### config.mk
export PLATFORM = sky130hd
export DESIGN_NAME = main_control_fsm
export DESIGN_NICKNAME = d
export VERILOG_FILES = /design/src/rtl/control_pkg.sv /design/src/rtl/main_control_fsm.sv
export SDC_FILE = /design/constraint.sdc
export NUM_CORES = 1
export LEC_CHECK = 0
export ABC_CLOCK_PERIOD_IN_PS = 4130
export CORE_UTILIZATION = 41
export DETAILED_ROUTE_END_ITERATION = 12
export GPL_ROUTABILITY_DRIVEN = 0
export GPL_TIMING_DRIVEN = 1
export PLACE_DENSITY = 0.81
export SLEW_MARGIN = 20
export SYNTH_ARGS = -nofsm -noshare
export SYNTH_HDL_FRONTEND = slang
export SYNTH_SLANG_ARGS = --single-unit
### constraint.sdc
create_clock -name clk -period 4.13 [get_ports clk]
set_input_delay 1.0325 -clock clk [delete_from_list [all_inputs] [get_ports clk]]
set_output_delay 1.0325 -clock clk [all_outputs]
set_load 0.005 [all_outputs]
### src/rtl/control_pkg.sv
// Shared encodings for the multi-cycle RISC-V main control unit and the ALU decoder.
package control_pkg;

  typedef enum logic [3:0] {
    S_FETCH     = 4'd0,
    S_DECODE    = 4'd1,
    S_MEMADR    = 4'd2,
    S_MEMREAD   = 4'd3,
    S_MEMWB     = 4'd4,
    S_MEMWRITE  = 4'd5,
    S_EXECUTE_R = 4'd6,
    S_EXECUTE_I = 4'd7,
    S_ALUWB     = 4'd8,
    S_BRANCH    = 4'd9,
    S_JAL       = 4'd10,
    S_ILLEGAL   = 4'd11
  } state_t;

  localparam logic [1:0] ALU_OP_ADD   = 2'b00;
  localparam logic [1:0] ALU_OP_SUB   = 2'b01;
  localparam logic [1:0] ALU_OP_RTYPE = 2'b10;
  localparam logic [1:0] ALU_OP_ITYPE = 2'b11;

  localparam logic [6:0] OP_LOAD   = 7'b0000011;
  localparam logic [6:0] OP_STORE  = 7'b0100011;
  localparam logic [6:0] OP_R      = 7'b0110011;
  localparam logic [6:0] OP_I      = 7'b0010011;
  localparam logic [6:0] OP_BRANCH = 7'b1100011;
  localparam logic [6:0] OP_JAL    = 7'b1101111;

  localparam logic [2:0] F3_BEQ = 3'b000;
  localparam logic [2:0] F3_BNE = 3'b001;

  localparam logic [1:0] SRC_A_PC    = 2'b00;
  localparam logic [1:0] SRC_A_OLDPC = 2'b01;
  localparam logic [1:0] SRC_A_RS1   = 2'b10;

  localparam logic [1:0] SRC_B_RS2   = 2'b00;
  localparam logic [1:0] SRC_B_IMM   = 2'b01;
  localparam logic [1:0] SRC_B_FOUR  = 2'b10;

  localparam logic [1:0] RESULT_ALUOUT    = 2'b00;
  localparam logic [1:0] RESULT_MEMDATA   = 2'b01;
  localparam logic [1:0] RESULT_ALURESULT = 2'b10;

  localparam logic ADR_PC     = 1'b0;
  localparam logic ADR_ALUOUT = 1'b1;

endpackage

### src/rtl/main_control_fsm.sv
// Multi-cycle main control FSM: sequences fetch/decode/execute/memory/writeback
// and drives every datapath select and enable from the current state.
module main_control_fsm
  import control_pkg::*;
(
  input  logic       clk,
  input  logic       reset,
  input  logic [6:0] opcode,
  input  logic [2:0] funct3,
  input  logic       zero,
  input  logic       mem_ready,
  output logic       mem_req,
  output logic       mem_write,
  output logic       adr_src,
  output logic       ir_write,
  output logic       pc_write,
  output logic       reg_write,
  output logic [1:0] alu_src_a,
  output logic [1:0] alu_src_b,
  output logic [1:0] result_src,
  output logic [1:0] alu_op,
  output logic       is_imm,
  output logic       illegal_instr
);

  state_t state_q, state_d;

  always_ff @(posedge clk or posedge reset) begin
    if (reset) state_q <= S_FETCH;
    else       state_q <= state_d;
  end

  always_comb begin
    state_d = state_q;
    unique case (state_q)
      S_FETCH:    if (mem_ready) state_d = S_DECODE;
      S_DECODE: begin
        unique case (opcode)
          OP_LOAD, OP_STORE: state_d = S_MEMADR;
          OP_R:              state_d = S_EXECUTE_R;
          OP_I:              state_d = S_EXECUTE_I;
          OP_BRANCH:         state_d = S_BRANCH;
          OP_JAL:            state_d = S_JAL;
          default:           state_d = S_ILLEGAL;
        endcase
      end
      S_MEMADR:    state_d = (opcode == OP_LOAD) ? S_MEMREAD : S_MEMWRITE;
      S_MEMREAD:   if (mem_ready) state_d = S_MEMWB;
      S_MEMWB:     state_d = S_FETCH;
      S_MEMWRITE:  if (mem_ready) state_d = S_FETCH;
      S_EXECUTE_R: state_d = S_ALUWB;
      S_EXECUTE_I: state_d = S_ALUWB;
      S_ALUWB:     state_d = S_FETCH;
      S_BRANCH:    state_d = S_FETCH;
      S_JAL:       state_d = S_ALUWB;
      S_ILLEGAL:   state_d = S_FETCH;
      default:     state_d = S_FETCH;
    endcase
  end

  always_comb begin
    mem_req       = 1'b0;
    mem_write     = 1'b0;
    adr_src       = ADR_PC;
    ir_write      = 1'b0;
    pc_write      = 1'b0;
    reg_write     = 1'b0;
    alu_src_a     = SRC_A_PC;
    alu_src_b     = SRC_B_RS2;
    result_src    = RESULT_ALUOUT;
    alu_op        = ALU_OP_ADD;
    is_imm        = 1'b0;
    illegal_instr = 1'b0;
    unique case (state_q)
      S_FETCH: begin
        mem_req    = 1'b1;
        adr_src    = ADR_PC;
        alu_src_a  = SRC_A_PC;
        alu_src_b  = SRC_B_FOUR;
        alu_op     = ALU_OP_ADD;
        result_src = RESULT_ALURESULT;
        ir_write   = mem_ready;
        pc_write   = mem_ready;
      end
      // Branch target is precomputed into ALUOut while the opcode is decoded.
      S_DECODE: begin
        alu_src_a = SRC_A_OLDPC;
        alu_src_b = SRC_B_IMM;
        alu_op    = ALU_OP_ADD;
      end
      S_MEMADR: begin
        alu_src_a = SRC_A_RS1;
        alu_src_b = SRC_B_IMM;
        alu_op    = ALU_OP_ADD;
      end
      S_MEMREAD: begin
        mem_req = 1'b1;
        adr_src = ADR_ALUOUT;
      end
      S_MEMWB: begin
        result_src = RESULT_MEMDATA;
        reg_write  = 1'b1;
      end
      S_MEMWRITE: begin
        mem_req   = 1'b1;
        mem_write = 1'b1;
        adr_src   = ADR_ALUOUT;
      end
      S_EXECUTE_R: begin
        alu_src_a = SRC_A_RS1;
        alu_src_b = SRC_B_RS2;
        alu_op    = ALU_OP_RTYPE;
      end
      S_EXECUTE_I: begin
        alu_src_a = SRC_A_RS1;
        alu_src_b = SRC_B_IMM;
        alu_op    = ALU_OP_ITYPE;
        is_imm    = 1'b1;
      end
      S_ALUWB: begin
        result_src = RESULT_ALUOUT;
        reg_write  = 1'b1;
      end
      S_BRANCH: begin
        alu_src_a  = SRC_A_RS1;
        alu_src_b  = SRC_B_RS2;
        alu_op     = ALU_OP_SUB;
        result_src = RESULT_ALUOUT;
        if (funct3 == F3_BEQ)      pc_write = zero;
        else if (funct3 == F3_BNE) pc_write = ~zero;
        else                       illegal_instr = 1'b1;
      end
      // ALUWB afterwards writes OldPC+4 computed here into rd.
      S_JAL: begin
        alu_src_a  = SRC_A_OLDPC;
        alu_src_b  = SRC_B_FOUR;
        alu_op     = ALU_OP_ADD;
        result_src = RESULT_ALUOUT;
        pc_write   = 1'b1;
      end
      S_ILLEGAL: illegal_instr = 1'b1;
      default: ;
    endcase
    // Suppress every side effect while reset is held, even in FETCH with mem_ready high.
    if (reset) begin
      mem_req   = 1'b0;
      mem_write = 1'b0;
      ir_write  = 1'b0;
      pc_write  = 1'b0;
      reg_write = 1'b0;
    end
  end

endmodule

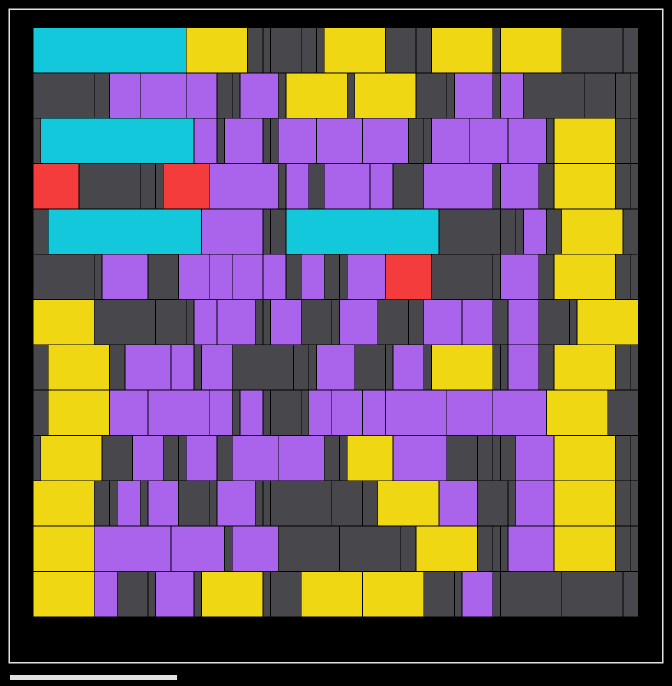
class_map.png
Bar = 10 µm. Fill, decap, tap and diode cells in grey.
Purple is remaining logic cells, cells 71, share of their area 51%. Cyan is sequential cells, cells 4, share of their area 12%. Red is clock-net drivers, cells 3, share of their area 2.6%. Yellow is remaining buffers and delay cells, cells 30, share of their area 35%.

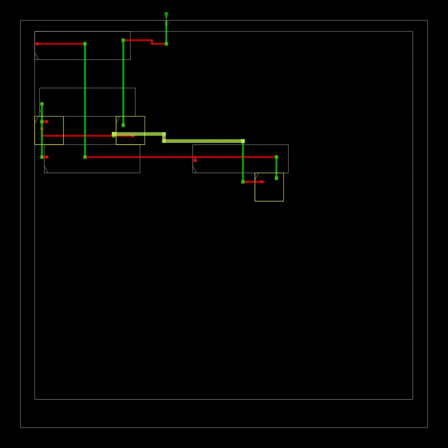
clock_nets.png
flop count: 4
Clock Skews: 0.0111 ns

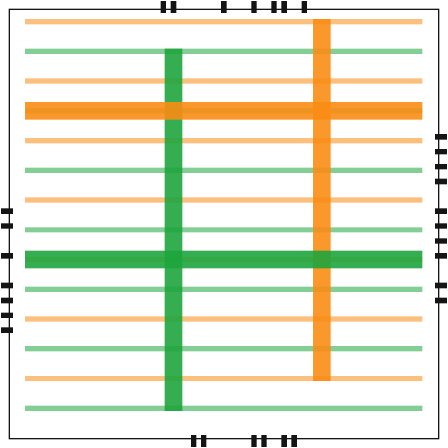
floorplan.png
Pins as bars on the die edge.
Orange is VDD. Green is VSS.
30 signal pins sit on the boundary. 14 met1 rails follow the rows. 2 straps on met5. 2 straps on met4.

==> results.py <==
# Generated from Yosys and OpenROAD reports
metrics = {
    "pwr": {
        "power-top-group": "combinational logic",
        "switchingPower_mw": 0.183,
        "sw_frac_of_total_pct": 40.7,
    },
    "synthesis": {
        "synth_cells": 81,
        "fa_ha_area_share_pct": 0,
        "synth.net_count": 95,
        "synth-simple-area-share_pct": 45.4,
        "top_cells_by_area": "dfrtp_1 (18%), nand2_1 (6.0%), nand2b_1 (5.5%)",
        "yosys.area.top_type_share_pct": 17.7,
        "synth_seq_share_pct": 17.7,
        "yosys_area_um2": 566,
    },
    "setup_path": {
        "worst_r2r_endpoint": "state_q[2]",
        "worstPathRequired_ns": 3.10,
        "rr_startpoint": "state_q[0]",
    },
    "final_timing": {
        "hold_slack_ns": 0.737,
        "period_used_pct": 94.4,
    },
    "routing": {
        "postRouteAntennaNets": 0,
        "wl_per_cell_um": 11.9,
    },
    "global_routing": {
        "grt.total_usage_pct": 21.3,
    },
    "cells_and_area": {
        "largest-register": "state_q",
        "drive_gt1_share_pct": 7.41,
    },
    "status": {
        "status": "finished clean",
    },
    "worst_hold_path": {
        "min_path_type": "reg -> reg",
        "hold_end": "state_q[0]",
    },
    "clock_tree": {
        "cts_root_buf": "clkbuf_4",
    },
}
how the worst max path moves through the flow:
stage,from,end,slack (ns),depth (start not counted)
floorplan,mem_ready,pc_write,1.22,2
finish,mem_ready,pc_write,0.23,4
global placement,mem_ready,pc_write,0.22,4
CTS,mem_ready,pc_write,0.22,4
global route,mem_ready,pc_write,0.15,4
detailed placement,mem_ready,pc_write,0.22,4
area by class of cell:
class	instances	share of cell area, %
Inverter	3	1.29
Sequential cell	4	11.5
Clock buffer	3	2.58
Tap cell	15	2.15
Multi-Input combinational cell	68	48.4
Timing Repair Buffer	30	34.1
routing by layer:
layer	track usage, %	up-vias	wire [µm]
met4	2.59	0	0
li1	-	353	-
met1	26.0	312	685
met3	6.94	0	48
met5	0	-	0
met2	36.7	23	725
Power figures rest on the tool's default switching activity, not on a simulated workload.
